Fig. 1: run 1, pin map
Pins as bars across the die edge, other pins in grey.
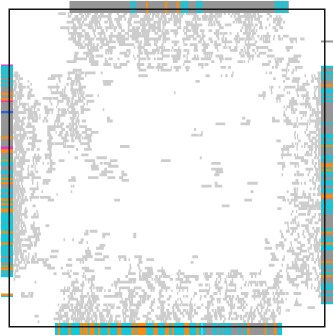
Fig. 2: run 1, clock routing
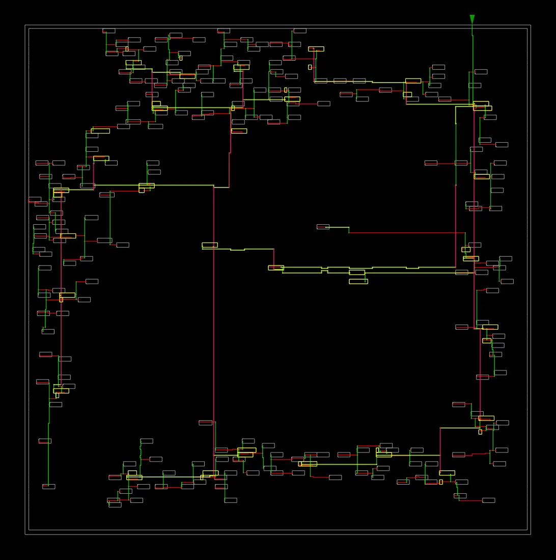
Fig. 3: run 1, clock wires, drivers and flops
Scale bar: 100 um.
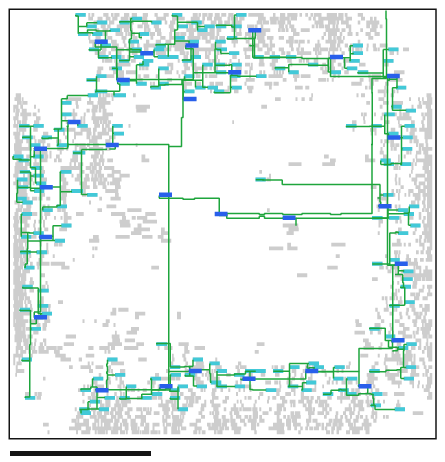
**config.mk**
```make
export PLATFORM = sky130hd
export DESIGN_NAME = fp_unit_arbiter
export DESIGN_NICKNAME = d
export VERILOG_FILES = /design/src/rtl/fp_unit_arbiter.sv
export SDC_FILE = /design/constraint.sdc
export NUM_CORES = 1
export LEC_CHECK = 0
export ABC_AREA = 1
export CORE_AREA = 2 2 300 302
export DETAILED_ROUTE_END_ITERATION = 12
export DIE_AREA = 0 0 302 304
export DONT_BUFFER_PORTS = 1
export GPL_TIMING_DRIVEN = 0
export PLACE_DENSITY = 0.36
export SETUP_SLACK_MARGIN = 0.4
export SYNTH_ARGS = -nofsm -noshare
export SYNTH_HDL_FRONTEND = slang
export SYNTH_SLANG_ARGS = --single-unit
```
**constraint.sdc**
```tcl
create_clock -name clk -period 2 [get_ports clk]
set_input_delay 0.3 -clock clk [delete_from_list [all_inputs] [get_ports clk]]
set_output_delay 0.3 -clock clk [all_outputs]
set_load 0.005 [all_outputs]
```
**src/rtl/fp_unit_arbiter.sv**
```systemverilog
// fp_unit_arbiter
//
// Shares one double-precision arithmetic core (multiplier, adder or divider)
// between N requesters. Requesters are served one at a time in round-robin
// order. The winning operands are registered toward the core, followed by a
// one-cycle start pulse. The core's result is returned with a one-cycle
// one-hot acknowledge. If the core never signals completion, a watchdog
// resets it and returns a quiet NaN with an error flag.
//
// Ports:
//   clk             - system clock, rising edge
//   reset           - synchronous active-low reset
//   req[N]          - level requests, held with operands until ack
//   dataa_in/datab_in[64*N] - operand pairs, requester i at [64i+63:64i]
//   ack[N]          - one-hot completion pulse for the granted requester
//   err             - pulses with ack when the operation timed out
//   result[64]      - registered result, held until the next ack
//   busy            - high whenever the sequencer is not idle
//   unit_reset      - active-high reset to the shared core
//   unit_in_ready   - one-cycle start pulse to the core
//   unit_dataa/b    - registered operands to the core
//   unit_result     - core result
//   unit_data_ready - core completion pulse
module fp_unit_arbiter #(
  parameter int N       = 4,
  parameter int TIMEOUT = 255
) (
  input  logic            clk,
  input  logic            reset,
  input  logic [N-1:0]    req,
  input  logic [64*N-1:0] dataa_in,
  input  logic [64*N-1:0] datab_in,
  output logic [N-1:0]    ack,
  output logic            err,
  output logic [63:0]     result,
  output logic            busy,
  output logic            unit_reset,
  output logic            unit_in_ready,
  output logic [63:0]     unit_dataa,
  output logic [63:0]     unit_datab,
  input  logic [63:0]     unit_result,
  input  logic            unit_data_ready
);

  localparam int IW = $clog2(N);
  localparam int WW = $clog2(TIMEOUT + 1);
  localparam logic [63:0]   QNAN     = 64'h7FF8_0000_0000_0000;
  localparam logic [IW-1:0] PTR_RST  = IW'(N - 1);
  localparam logic [WW-1:0] WD_LIMIT = WW'(TIMEOUT);

  typedef enum logic [1:0] {IDLE, ISSUE, WAIT, DONE} state_t;

  state_t        state_q, state_d;
  logic [IW-1:0] ptr_q, ptr_d;
  logic [IW-1:0] grant_q, grant_d;
  logic [WW-1:0] wd_q, wd_d;
  logic          err_flag_q, err_flag_d;
  logic          unit_reset_q, unit_reset_d;
  logic [63:0]   result_q, result_d;
  logic [63:0]   dataa_q, dataa_d;
  logic [63:0]   datab_q, datab_d;

  logic          pick_valid;
  logic [IW-1:0] pick_idx;
  logic [IW:0]   cand;
  logic [63:0]   pick_a, pick_b;

  // Round-robin search starting just after the last served requester.
  // Offsets are scanned from farthest to nearest so the nearest hit wins.
  always_comb begin
    pick_valid = 1'b0;
    pick_idx   = '0;
    cand       = '0;
    for (int i = N; i >= 1; i--) begin
      cand = {1'b0, ptr_q} + (IW+1)'(i);
      if (cand >= (IW+1)'(N)) begin
        cand = cand - (IW+1)'(N);
      end
      if (req[cand[IW-1:0]]) begin
        pick_valid = 1'b1;
        pick_idx   = cand[IW-1:0];
      end
    end
  end

  always_comb begin
    pick_a = '0;
    pick_b = '0;
    for (int j = 0; j < N; j++) begin
      if (pick_idx == IW'(j)) begin
        pick_a = dataa_in[64*j +: 64];
        pick_b = datab_in[64*j +: 64];
      end
    end
  end

  // Next-state logic. A completion pulse in the timeout cycle takes priority
  // over the watchdog, so a late-but-valid result is never discarded.
  always_comb begin
    state_d      = state_q;
    ptr_d        = ptr_q;
    grant_d      = grant_q;
    wd_d         = wd_q;
    err_flag_d   = err_flag_q;
    unit_reset_d = 1'b0;
    result_d     = result_q;
    dataa_d      = dataa_q;
    datab_d      = datab_q;

    unique case (state_q)
      IDLE: begin
        if (pick_valid) begin
          grant_d = pick_idx;
          dataa_d = pick_a;
          datab_d = pick_b;
          state_d = ISSUE;
        end
      end
      ISSUE: begin
        wd_d       = '0;
        err_flag_d = 1'b0;
        state_d    = WAIT;
      end
      WAIT: begin
        if (unit_data_ready) begin
          result_d = unit_result;
          state_d  = DONE;
        end else if (wd_q == WD_LIMIT) begin
          result_d     = QNAN;
          err_flag_d   = 1'b1;
          unit_reset_d = 1'b1;
          state_d      = DONE;
        end else begin
          wd_d = wd_q + WW'(1);
        end
      end
      DONE: begin
        ptr_d   = grant_q;
        state_d = IDLE;
      end
      default: state_d = IDLE;
    endcase
  end

  always_ff @(posedge clk) begin
    if (!reset) begin
      state_q      <= IDLE;
      ptr_q        <= PTR_RST;
      grant_q      <= '0;
      wd_q         <= '0;
      err_flag_q   <= 1'b0;
      unit_reset_q <= 1'b0;
      result_q     <= '0;
      dataa_q      <= '0;
      datab_q      <= '0;
    end else begin
      state_q      <= state_d;
      ptr_q        <= ptr_d;
      grant_q      <= grant_d;
      wd_q         <= wd_d;
      err_flag_q   <= err_flag_d;
      unit_reset_q <= unit_reset_d;
      result_q     <= result_d;
      dataa_q      <= dataa_d;
      datab_q      <= datab_d;
    end
  end

  always_comb begin
    ack = '0;
    for (int j = 0; j < N; j++) begin
      ack[j] = (state_q == DONE) && (grant_q == IW'(j));
    end
  end

  // The core is held in reset for as long as the arbiter is, so a reset in
  // the middle of an operation also discards the core's pending work.
  assign unit_reset    = ~reset | unit_reset_q;
  assign err           = (state_q == DONE) & err_flag_q;
  assign busy          = (state_q != IDLE);
  assign unit_in_ready = (state_q == ISSUE);
  assign result        = result_q;
  assign unit_dataa    = dataa_q;
  assign unit_datab    = datab_q;

endmodule
```
==> flow_metrics.py, run 1 <==
# Generated from Yosys and OpenROAD reports
metrics = {
    "status": {
        "status": "finished, violations left",
        "violations": "negative setup slack",
    },
    "synthesis": {
        "yosys_area_um2": 12700,
        "ys_types": 33,
        "ys_seq_share_pct": 32.8,
        "ys.flops": 208,
        "ys_warn_count": 0,
        "top_area_share_pct": 32.8,
        "fp_nets": 2639,
        "simple_gate_share_pct": 32.6,
        "syn_area_per_cell_um2": 6.20,
        "synth_area_um2": 12700,
        "synthArstFlopShare_pct": 0,
        "yosys.area.top_type": "dfxtp_1",
        "edf_count": 0,
        "ys_sh_aoi_pct": 18.9,
        "xor_area_share_pct": 0.0689,
        "synthCells": 2050,
        "top_cells_by_area": "dfxtp_1, nand2_1, nand3_1",
        "synth-adder-area-share_pct": 0.591,
        "top_logic_kind": "simple AND/OR/NAND/NOR gates",
        "ff_type": "dfxtp_1",
    },
    "critical_path": {
        "rr_startpoint": "ptr_q[0]$_SDFFE_PN1P_",
        "cp-startpoint": "ptr_q[0]$_SDFFE_PN1P_",
        "start_kind": "flop",
        "timing.critical_path.mode_cell": "nand2_4",
        "critPathMaxFanout": 10,
        "crit_cells": 16,
        "path_cells": "buf_8, nand2_4, nand2_4, nand2_2, o21ai_2, inv_2, nand2_4, nand2_4, nand2_8, buf_12, buf_16, buf_8, nand3_1, nand3_1, nand2_1, a21oi_2",
        "cpPeakStageDelay_ns": 0.39,
        "critPathSlowestCell": "dfxtp_4",
        "critPathCapture": "unit_datab[28]$_SDFFE_PN0P_",
        "r2r_end": "unit_datab[28]$_SDFFE_PN0P_",
        "worstSetupPathType": "flop to flop",
        "reg2reg_slack_ns": -0.26,
        "required_ns": 2.52,
        "arrival_ns": 2.78,
        "crit_family": "simple AND/OR/NAND/NOR gates",
    },
    "flow_run": {
        "warnings": 33,
        "maxCapViolations": 0,
    },
    "final_timing": {
        "report.final.slew_viol_count": 0,
        "setup_viol": 129,
        "fin_worst_skew_ns": 0.0306,
        "setup_slack_ns": -0.262,
        "period_needed_ns": 2.26,
        "worst_slew_pin_slew_ns": 1.17,
        "hold_violations": 0,
        "rsz0062_at_grt": "yes",
        "slew_headroom_pct": 22.2,
        "timing.hold.ws_ns": 0.00848,
        "finalCritPeriodShare_pct": 113,
    },
    "cells_and_area": {
        "drive_above_1_share_pct": 25.8,
        "final-clk-cell-share_pct": 4.28,
        "flops": 208,
        "fillers": 9873,
        "flop_area_um2": 4190,
        "comb_area_share_pct": 37.0,
        "largestClassByArea": "multi-input combinational cells",
        "area_growth_pct": 77.5,
        "layout_top_cells": "nand2_1, dlygate4sd3_1, nand3_1",
        "nNetsFinal": 3098,
        "n_all_buffers": 585,
        "logic_gate_count": 1392,
        "logic_area_um2": 8340,
        "diodes": 7,
        "buf_share_pct": 28.5,
    },
    "placement": {
        "place.gp.congestion": 0.874,
        "place_ws_ns": -1.81,
        "dp_hpwl_um": 64600,
    },
    "global_routing": {
        "grt_max_degree": 16,
        "track_usage_pct": 17.4,
        "grt_antenna_before_repair": 15,
        "grt_pass1_wl_um": 115000,
    },
    "routing": {
        "drc": 0,
        "routed_wl_um": 86600,
        "wl_met3_um": 6500,
        "dr.first_iter.drc_count": 946,
        "highest-signal-layer": "met5",
        "viasPerCell": 4.30,
        "ant_nets": 0,
        "drt-met1-wl_um": 34500,
        "wl_per_cell_um": 23.3,
        "firstDrtPassIters": 5,
    },
    "power_and_ir_drop": {
        "seqPwrFrac_pct": 19.1,
        "clkPwrFrac_pct": 14.1,
        "p_sw_uw": 18900,
        "cellPowerDensity_nw_per_um2": 1700,
        "switching_share_pct": 49.4,
        "seq_power_uw": 7320,
        "intPower_uw": 19400,
        "maxPowerGroup": "combinational cells",
    },
    "worst_hold_path": {
        "hp-class": "input pin to flop",
        "holdPathStages": 3,
    },
    "clock_tree": {
        "cts_tree": "done",
        "h-tree-depth": 1,
        "post_cts_resized": 287,
        "path_clk_slew_ns": 0.06,
        "cts-hold-fix-buffers": 343,
        "clock_path_buffers": 3,
        "clock_latency_ns": 0.61,
        "cts_setup_buffers": 23,
    },
    "floorplanning": {
        "core-area_um2": 89000,
        "die_width_um": 302,
        "rows": 110,
        "dieArea_um2": 91800,
        "initCoreUtil_pct": 14.3,
        "die_y_um": 304,
        "n_tap_cell": 1176,
    },
}
Notes on Fig. 1 above:
Key: unit_data_ready = blue [pins 1, direction input, edge left]; unit_dataa = orange [pins 64, direction output, edge 33 bottom, 17 left, 11 right, 3 top]; ack = magenta [pins 4, direction output, edge left]; dataa_in = cyan [pins 256, direction input, edge 133 bottom, 58 left, 50 right, 15 top]

Notes on Fig. 2 above:
CTS buffer count: 28
clock group power: 5390 uW
CTS Sinks: 208

Notes on Fig. 3 above:
Key: clock wires = green [length 4220 um]; clock-net drivers = blue [count 28]; flip-flops = cyan [count 208]
There are 29 routed clock nets. Position of the flops: all over the die.

-- run 1: how the worst min path moves through the flow --
stage / from / to / slack (ns)
finish: dataa_in[172] / unit_dataa[44]$_SDFFE_PN0P_ / 0.008
global route: dataa_in[172] / unit_dataa[44]$_SDFFE_PN0P_ / 0.002
CTS: datab_in[41] / unit_datab[41]$_SDFFE_PN0P_ / 0.0004
detailed placement: err_flag_q$_SDFFE_PN0P_ / err_flag_q$_SDFFE_PN0P_ / 0.46
global placement: err_flag_q$_SDFFE_PN0P_ / err_flag_q$_SDFFE_PN0P_ / 0.46
floorplan: err_flag_q$_SDFFE_PN0P_ / err_flag_q$_SDFFE_PN0P_ / 0.43
-- run 1: stage by stage --
step	total power, uW	util (%)	cells	TNS [ns]	cell area, um^2
after floorplan	17300	-	2050	0	12800
after global placement	25100	16.1	3226	-152.11	14300
after detailed placement	25000	16.1	3226	-145.36	14300
after CTS	34800	22.7	3652	-24.27	20200
after global routing	40900	25.3	3711	-38.31	22500
final	38400	25.3	3713	-24.57	22600
-- run 1: synthesized netlist by cell type, types with 2 or more instances --
master and n:
nand2_1 593, nand3_1 329, inv_1 283, dfxtp_1 208, a21oi_1 191, o21bai_1 86
clkbuf_1 64, o21ai_0 64, buf_2 52, nor2_1 43, o211ai_1 35, buf_4 18
buf_6 12, o221ai_1 12, inv_2 10, o21a_1 10, buf_1 9, ha_1 6
nand2_2 5, nor3_1 3, o21ai_1 3, nor2_2 2, or2_2 2
-- run 1: per-layer routing --
layer | GRT usage (%) | up-vias
li1 | - | 7518
met4 | 7.13 | 10
met3 | 5.50 | 156
met2 | 30.0 | 711
met1 | 19.8 | 7588
met5 | 0 | -
--- run 2 (diff from run 1) ---
--- a/config.mk
+++ b/config.mk
@@ -12,7 +12,7 @@
 export DONT_BUFFER_PORTS = 1
 export GPL_TIMING_DRIVEN = 0
 export PLACE_DENSITY = 0.36
-export SETUP_SLACK_MARGIN = 0.4
+export SETUP_SLACK_MARGIN = 0.02
 export SYNTH_ARGS = -nofsm -noshare
 export SYNTH_HDL_FRONTEND = slang
 export SYNTH_SLANG_ARGS = --single-unit
Fig. 4: run 2, clock wires, drivers and flops
Scale bar: 100 um.
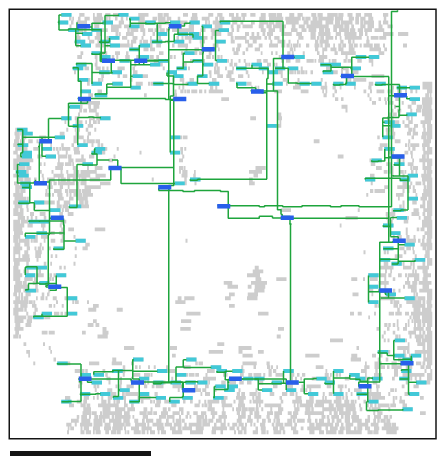
proportion of power drawn by the clock network: 14.0%
clock group power: 5310 uW
clk_skew: 0.0193 ns
clk_lat worst skew: 0.61 ns

==> run 2 against run 1 <==
Net effect: clock skew is 0.011 ns lower; the flow still finishes with violations (negative setup slack); cell count rose by 0.67%; register-to-register slack hardly changed; worst setup slack lost 0.0069 ns; global-route usage increased by 0.56 points; non-clock buffer count up 24; critical endpoint is now unit_dataa[19]$_SDFFE_PN0P_; critical path depth did not move; sequential share of layout area rose by 0.21 points; highest routed layer unchanged.
==> flow_metrics.py, run 2 <==
# Generated from Yosys and OpenROAD reports
metrics = {
    "synthesis": {
        "top_area_share_pct": 32.8,
        "top_cells_by_area": "dfxtp_1, nand2_1, nand3_1",
        "yosys.area.top_type": "dfxtp_1",
        "ff_type": "dfxtp_1",
        "yosysMostFrequentCell": "nand2_1",
        "ys.flops": 208,
        "synthArstFlopShare_pct": 0,
        "synth-adder-area-share_pct": 0.591,
        "top_cells_by_count": "nand2_1, nand3_1, inv_1, dfxtp_1, a21oi_1",
        "synthCells": 2050,
        "ys_seq_share_pct": 32.8,
        "simple_gate_share_pct": 32.6,
        "fp_nets": 2639,
    },
    "final_timing": {
        "slew_headroom_pct": 22.4,
        "fin_setup_tns_ns": -22.92,
        "setup_viol": 129,
        "period_needed_ns": 2.27,
        "finalCritPeriodShare_pct": 113,
        "setup_slack_ns": -0.269,
        "rsz0062_at_grt": "yes",
    },
    "critical_path": {
        "timing.critical_path.mode_cell": "nand2_4",
        "start_kind": "flop",
        "crit_family": "simple AND/OR/NAND/NOR gates",
        "critPathMaxFanout": 7,
        "arrival_ns": 2.72,
        "path_cells": "buf_8, nand2_4, nand2_4, nand2_2, nand2_2, nand2_4, nand2_4, nand2_4, nand2_8, buf_12, buf_16, buf_8, o21bai_2, nand3_1, nand2_1, a21oi_1",
        "cpPeakStageDelay_ns": 0.37,
        "required_ns": 2.45,
    },
    "clock_tree": {
        "h-tree-depth": 1,
        "cts.sinks": 208,
        "cts_tree": "done",
        "path_clk_slew_ns": 0.06,
        "clock_path_buffers": 3,
    },
    "global_routing": {
        "grt_antenna_before_repair": 8,
        "grt_max_degree": 16,
        "busiest_layer": "met2",
        "track_usage_pct": 18.0,
        "grt_pass1_wl_um": 120000,
    },
    "placement": {
        "place.gp.congestion": 0.945,
        "dp_hpwl_um": 64800,
        "dp.cells": 3226,
    },
    "cells_and_area": {
        "area_growth_pct": 74.9,
        "flop_area_um2": 4170,
        "logic_area_um2": 8010,
        "stdcell_count": 3738,
        "largestClassByArea": "multi-input combinational cells",
        "comb_area_share_pct": 36.0,
        "drive_above_1_share_pct": 21.7,
        "n_all_buffers": 609,
    },
    "routing": {
        "ant_nets": 0,
        "wl_per_cell_um": 23.7,
        "firstDrtPassIters": 8,
    },
    "worst_hold_path": {
        "hp-class": "input pin to flop",
    },
    "floorplanning": {
        "dieArea_um2": 91800,
        "die_y_um": 304,
        "initCoreUtil_pct": 14.3,
        "die_width_um": 302,
        "n_tap_cell": 1176,
    },
    "flow_run": {
        "warnings": 32,
        "maxCapViolations": 0,
    },
    "power_and_ir_drop": {
        "cellPowerDensity_nw_per_um2": 1710,
        "p_total_uw": 38000,
    },
    "status": {
        "status": "finished, violations left",
        "violations": "negative setup slack",
    },
}
[run 2: cell counts after synthesis]
No cell type changed its count.
[run 2: final timing paths]
| path | startpoint | endpoint | slack, ns | cells past startpoint |
|---|---|---|---|---|
| worst max-delay path | ptr_q[0]$_SDFFE_PN1P_ | unit_dataa[19]$_SDFFE_PN0P_ | -0.27 | 16 |
| worst min-delay path | datab_in[75] | unit_datab[11]$_SDFFE_PN0P_ | 0.02 | 4 |
| worst max register to register | ptr_q[0]$_SDFFE_PN1P_ | unit_dataa[19]$_SDFFE_PN0P_ | -0.27 | 16 |
| worst min register to register | err_flag_q$_SDFFE_PN0P_ | err_flag_q$_SDFFE_PN0P_ | 0.47 | 2 |
[run 2: report_power, final]
group | internal (uW) | switching [uW] | total (uW)
registers | 5620 | 1720 | 7330
clock network | 3090 | 2230 | 5310
logic | 10300 | 15100 | 25400
[run 2: through the flow]
stage | setup WS [ns] | area [um^2]
after global routing | -0.385 | 22200
after CTS | -0.297 | 21000
after floorplan | 0.170 | 12700
after detailed placement | -1.41 | 14200
final | -0.269 | 22200
after global placement | -1.33 | 14200
[run 2: logic make-up after synthesis]
group	Yosys count
AOI/OAI and AO/OA	404
buffers and inverters	450
DFF	208
and+or+nand+nor	981
adders and majority gates	6
xor gates and xnor gates	1
[run 2: what timing repair did]
| item | CTS | global route |
|---|---|---|
| setup endpoints to repair | 202 | 201 |
| endpoints found under the hold margin | 182 | 2 |
| pin swaps | 63 | 105 |
| hold buffers | 378 | 2 |
| resized | 373 | 284 |
| cloned | 13 | 11 |
| buffers inserted | 46 | 16 |
[run 2: per-layer routing]
metal	share of wire (%)	wire length, um
met3	7.8	6930
met5	0.029	26
met2	47	41800
met1	42	36800
met4	3.4	2990
Power and IR drop assume default switching activity.
